`src/rtl/contador_pkg.sv`:
```
// Shared constants for the parametrised counter: MODO encodings and default sizing.
package contador_pkg;

  localparam logic [1:0] MODO_UP   = 2'b00;
  localparam logic [1:0] MODO_DOWN = 2'b01;
  localparam logic [1:0] MODO_STEP = 2'b10;
  localparam logic [1:0] MODO_LOAD = 2'b11;

  localparam int unsigned DefWidth = 4;
  localparam int unsigned DefStep  = 3;

endpackage

```
`src/rtl/contador_next.sv`:
```
// Next-state logic for contador_param: count/load/wrap decisions and the RCO pulse.
// Saturating variant selected with `define CONTADOR_SAT_EN.
module contador_next
  import contador_pkg::*;
#(
  parameter int unsigned WIDTH = DefWidth,
  parameter int unsigned STEP  = DefStep
) (
  input  logic [WIDTH-1:0] q,
  input  logic [1:0]       modo,
  input  logic [WIDTH-1:0] d,
  input  logic [WIDTH-1:0] lim,
  input  logic             enb,
  input  logic             ci,
  output logic [WIDTH-1:0] next_q,
  output logic             next_rco
);

  localparam logic [WIDTH-1:0] StepW = WIDTH'(STEP);

  // LIM+1 needs the extra bit so LIM = all-ones still compares correctly against STEP.
  logic [WIDTH:0] lim_p1;
  assign lim_p1 = {1'b0, lim} + {{WIDTH{1'b0}}, 1'b1};

  always_comb begin
    next_q   = q;
    next_rco = 1'b0;
    if (enb) begin
      if (modo == MODO_LOAD) begin
        next_q = d;
      end else if (ci) begin
        case (modo)
          MODO_UP: begin
            if (q >= lim) begin
              next_rco = 1'b1;
`ifdef CONTADOR_SAT_EN
              next_q = lim;
`else
              next_q = '0;
`endif
            end else begin
              next_q = q + 1'b1;
            end
          end
          MODO_DOWN: begin
            if (q > lim) begin
              next_q   = lim;
              next_rco = 1'b1;
            end else if (q == '0) begin
              next_rco = 1'b1;
`ifdef CONTADOR_SAT_EN
              next_q = '0;
`else
              next_q = lim;
`endif
            end else begin
              next_q = q - 1'b1;
            end
          end
          MODO_STEP: begin
            if (q > lim) begin
              next_q   = lim;
              next_rco = 1'b1;
            end else if (q >= StepW) begin
              next_q = q - StepW;
            end else begin
              next_rco = 1'b1;
`ifdef CONTADOR_SAT_EN
              next_q = '0;
`else
              // Borrow the shortfall from LIM+1; result stays within 0..LIM so WIDTH bits suffice.
              if (lim_p1 >= {1'b0, StepW}) begin
                next_q = lim - (StepW - q - 1'b1);
              end else begin
                next_q = lim;
              end
`endif
            end
          end
          default: ;
        endcase
      end
    end
  end

endmodule

```
`src/rtl/contador_param.sv`:
```
// WIDTH-bit up/down/step/load counter with runtime LIM and cascadable CI/RCO.
// Define CONTADOR_SAT_EN for saturating rather than wrapping behaviour.
module contador_param
  import contador_pkg::*;
#(
  parameter int unsigned WIDTH = DefWidth,
  parameter int unsigned STEP  = DefStep
) (
  input  logic             CLK,
  input  logic             RST_L,
  input  logic             ENB,
  input  logic             CI,
  input  logic [1:0]       MODO,
  input  logic [WIDTH-1:0] D,
  input  logic [WIDTH-1:0] LIM,
  output logic [WIDTH-1:0] Q,
  output logic             RCO
);

  logic [WIDTH-1:0] cnt_q, cnt_d;
  logic             rco_q, rco_d;

  contador_next #(
    .WIDTH(WIDTH),
    .STEP (STEP)
  ) u_next (
    .q       (cnt_q),
    .modo    (MODO),
    .d       (D),
    .lim     (LIM),
    .enb     (ENB),
    .ci      (CI),
    .next_q  (cnt_d),
    .next_rco(rco_d)
  );

  always_ff @(posedge CLK or negedge RST_L) begin
    if (!RST_L) begin
      cnt_q <= '0;
      rco_q <= 1'b0;
    end else begin
      cnt_q <= cnt_d;
      rco_q <= rco_d;
    end
  end

  assign Q   = cnt_q;
  assign RCO = rco_q;

endmodule

```
`config.mk`:
```
export PLATFORM = sky130hd
export DESIGN_NAME = contador_param
export DESIGN_NICKNAME = d
export VERILOG_FILES = /design/src/rtl/contador_pkg.sv /design/src/rtl/contador_next.sv /design/src/rtl/contador_param.sv
export SDC_FILE = /design/constraint.sdc
export NUM_CORES = 1
export LEC_CHECK = 0
export CAP_MARGIN = 20
export CORE_UTILIZATION = 36
export CTS_BUF_LIST = sky130_fd_sc_hd__clkbuf_8
export CTS_CLUSTER_DIAMETER = 60
export DETAILED_ROUTE_END_ITERATION = 7
export PLACE_DENSITY = 0.65
export SLEW_MARGIN = 30
export SYNTH_ARGS = -nofsm -noshare
export SYNTH_HDL_FRONTEND = slang
export SYNTH_HIERARCHICAL = 1
export SYNTH_SLANG_ARGS = --single-unit
```
`constraint.sdc`:
```
create_clock -name CLK -period 5.4 [get_ports CLK]
set_input_delay 0.81 -clock CLK [delete_from_list [all_inputs] [get_ports CLK]]
set_output_delay 0.81 -clock CLK [all_outputs]
set_load 0.03 [all_outputs]
```
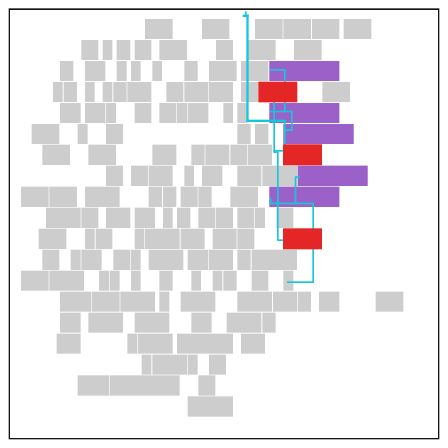
(images/clk_routes.png)
[red] clock drivers | count: 3
[purple] flip-flops | count: 5
[cyan] clock wires | length: 89.5 um
routed clock nets: 4

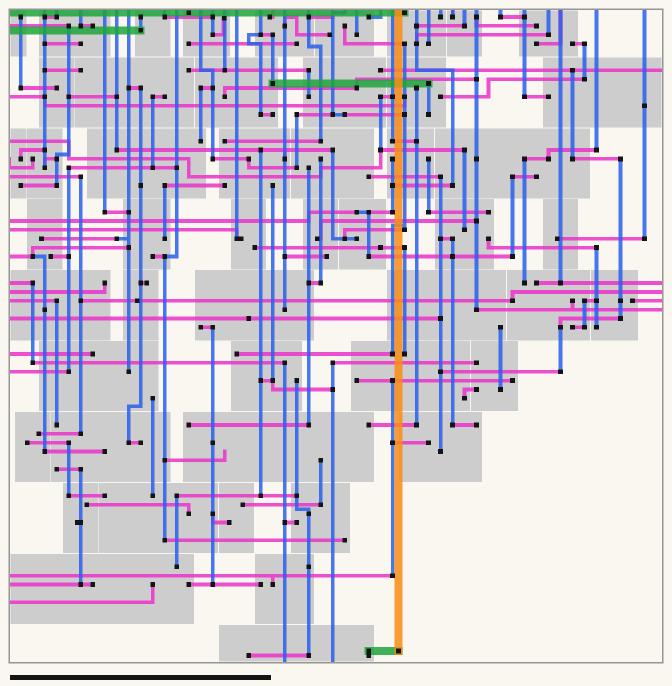
(images/detail.png)
Scale bar: 10 um. Window x 15 to 40, y 4 to 29 um. Cells in gray, sequential cells in the stronger gray; small squares are vias.
| color | layer |
|---|---|
| magenta | metal 1 |
| green | metal 3 |
| blue | metal 2 |
| orange | metal 4 |
most frequent: ha_1 (9), inv_1 (8), a21oi_1 (5)
sequential cells in the window: 0
cells with their middle in the window: 48

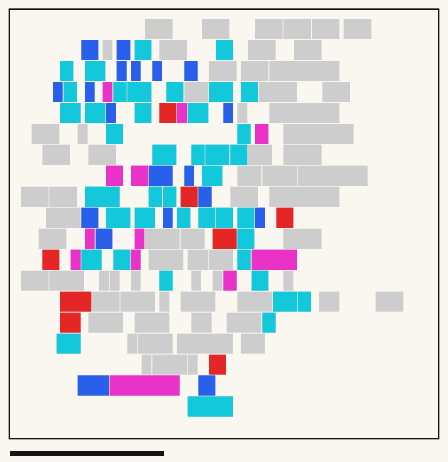
(images/logic_types.png)
Scale bar: 20 um.
| color | family | cells | most used |
|---|---|---|---|
| magenta | nor cells | 12 | nor2_1 |
| cyan | aoi and oai cells | 41 | a21oi_1 |
| blue | nand cells | 19 | nand2_1 |
| red | and/or cells | 8 | or3_1 |

==> notes.md <==
Quick summary of the implementation run below.

The run finished with clean final reports. The synthesized netlist occupies a cell area of 1030 um2. The aoi/oai-family share of the synthesized area is 0.336. The total congestion overflow is 0. The net switching power figure is 0.337 mW. The final hold slack is 793 ps.

On met1, the global router reports a usage of 0.263. The end-of-flow timing check tallies setup violations at 0. The worst setup path is captured at a flip-flop. The reported leakage power came out at 0.527 nW. Yosys mapped a number of flops with a built-in enable equal to 0.

The tally of max-capacitance violations came out at 0. The initial antenna violation count came out at 0. The share of total power in combinational logic is 0.730. The analysis reports a worst IR drop on VDD of 0.237 mV.

The share of total power dissipated in the clock network is 0.103. The routability congestion estimate came out at 0.978. met2 track demand over resource after global routing is 0.330.

The footprint of the multi-input gates came out at 825 um2. The area taken by sequential standard cells is reported as 125 um2. For met3 alone, demand over resource in global routing was 0.0164. The master of the slowest instance on the critical path is clkdlybuf4s50_1. The setup skew after layout is 3.27 ps.

The die covers 3080 um2. The core utilization before placement is 0.377. At the placement stage, the worst setup path has a slack of 2080 ps. The synthesis run shows the most used standard cells to be ha_1 (13), inv_1 (12), nand2_1 (10). In this run the remaining antenna-violating nets after routing total 0. The highest metal layer with signal wires is met4. The detailed-routed wire length on met2 came out at 1430 um.

For this run, asynchronously set or reset flops after synthesis account for 1.00. In the final layout, the share of cells above drive strength 1 is 0.0822. The critical path depth came out at 12.

The first-pass GRT wire length is 4810 um. The reg-to-reg startpoint is Q[2]. Ranked by total cell area, the synthesized netlist is headed by ha_1 (16%), dfrtp_1 (12%), a21oi_1 (4.4%). The starting DRC count in detailed routing is 84.
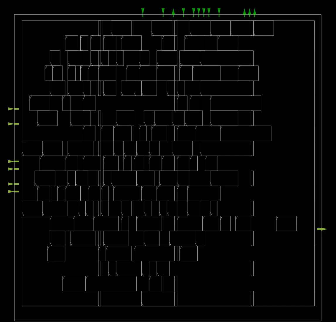
(images/placement.png)
post-layout instance count excluding filler cells: 177
Seq/total area: 0.0994
filler cell count in the final layout: 279
area inside the core boundary: 2730 um2
FP Rows: 19

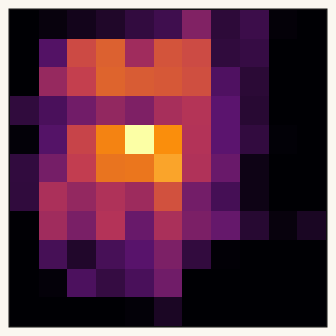
(images/metal_density.png)
11 x 11 tiles, from black (low) to pale yellow (high), scaled to the fullest tile. Values are wire area over tile area, all layers added.
tiles over half the peak: 15%
nearly empty tiles: 34%
emptiest ninth of the die: bottom right
fullest tile: 0.71

==> cell type report <==
class	instances	area share
clock buffer	3	0.0328
clock inverter	1	0.00298
inverter	12	0.0358
multi-input combinational	107	0.655
sequential	5	0.0994
tap	31	0.0308
timing repair buffer	18	0.143
==> placed cells by master (no fill, tap or decap), drive strengths merged, types with 2 or more instances in the layout <==
master,instances
clkdlybuf4s50,18
inv,13
ha,13
nand2,10
a21oi,9
o22ai,7
nor2,6
a31oi,6
dfrtp,5
xnor2,4
o21ai,4
clkbuf,3
nand2b,3
or3,3
nand3,3
a211oi,3
nor3,3
o21a,2
nor2b,2
xor2,2
o221ai,2
o31ai,2
a311oi,2
==> registers in the layout, indices dropped and copies added (netlist names) <==
signal,cells
Q,4
RCO,1
Power is estimated from default activity; no workload was simulated.
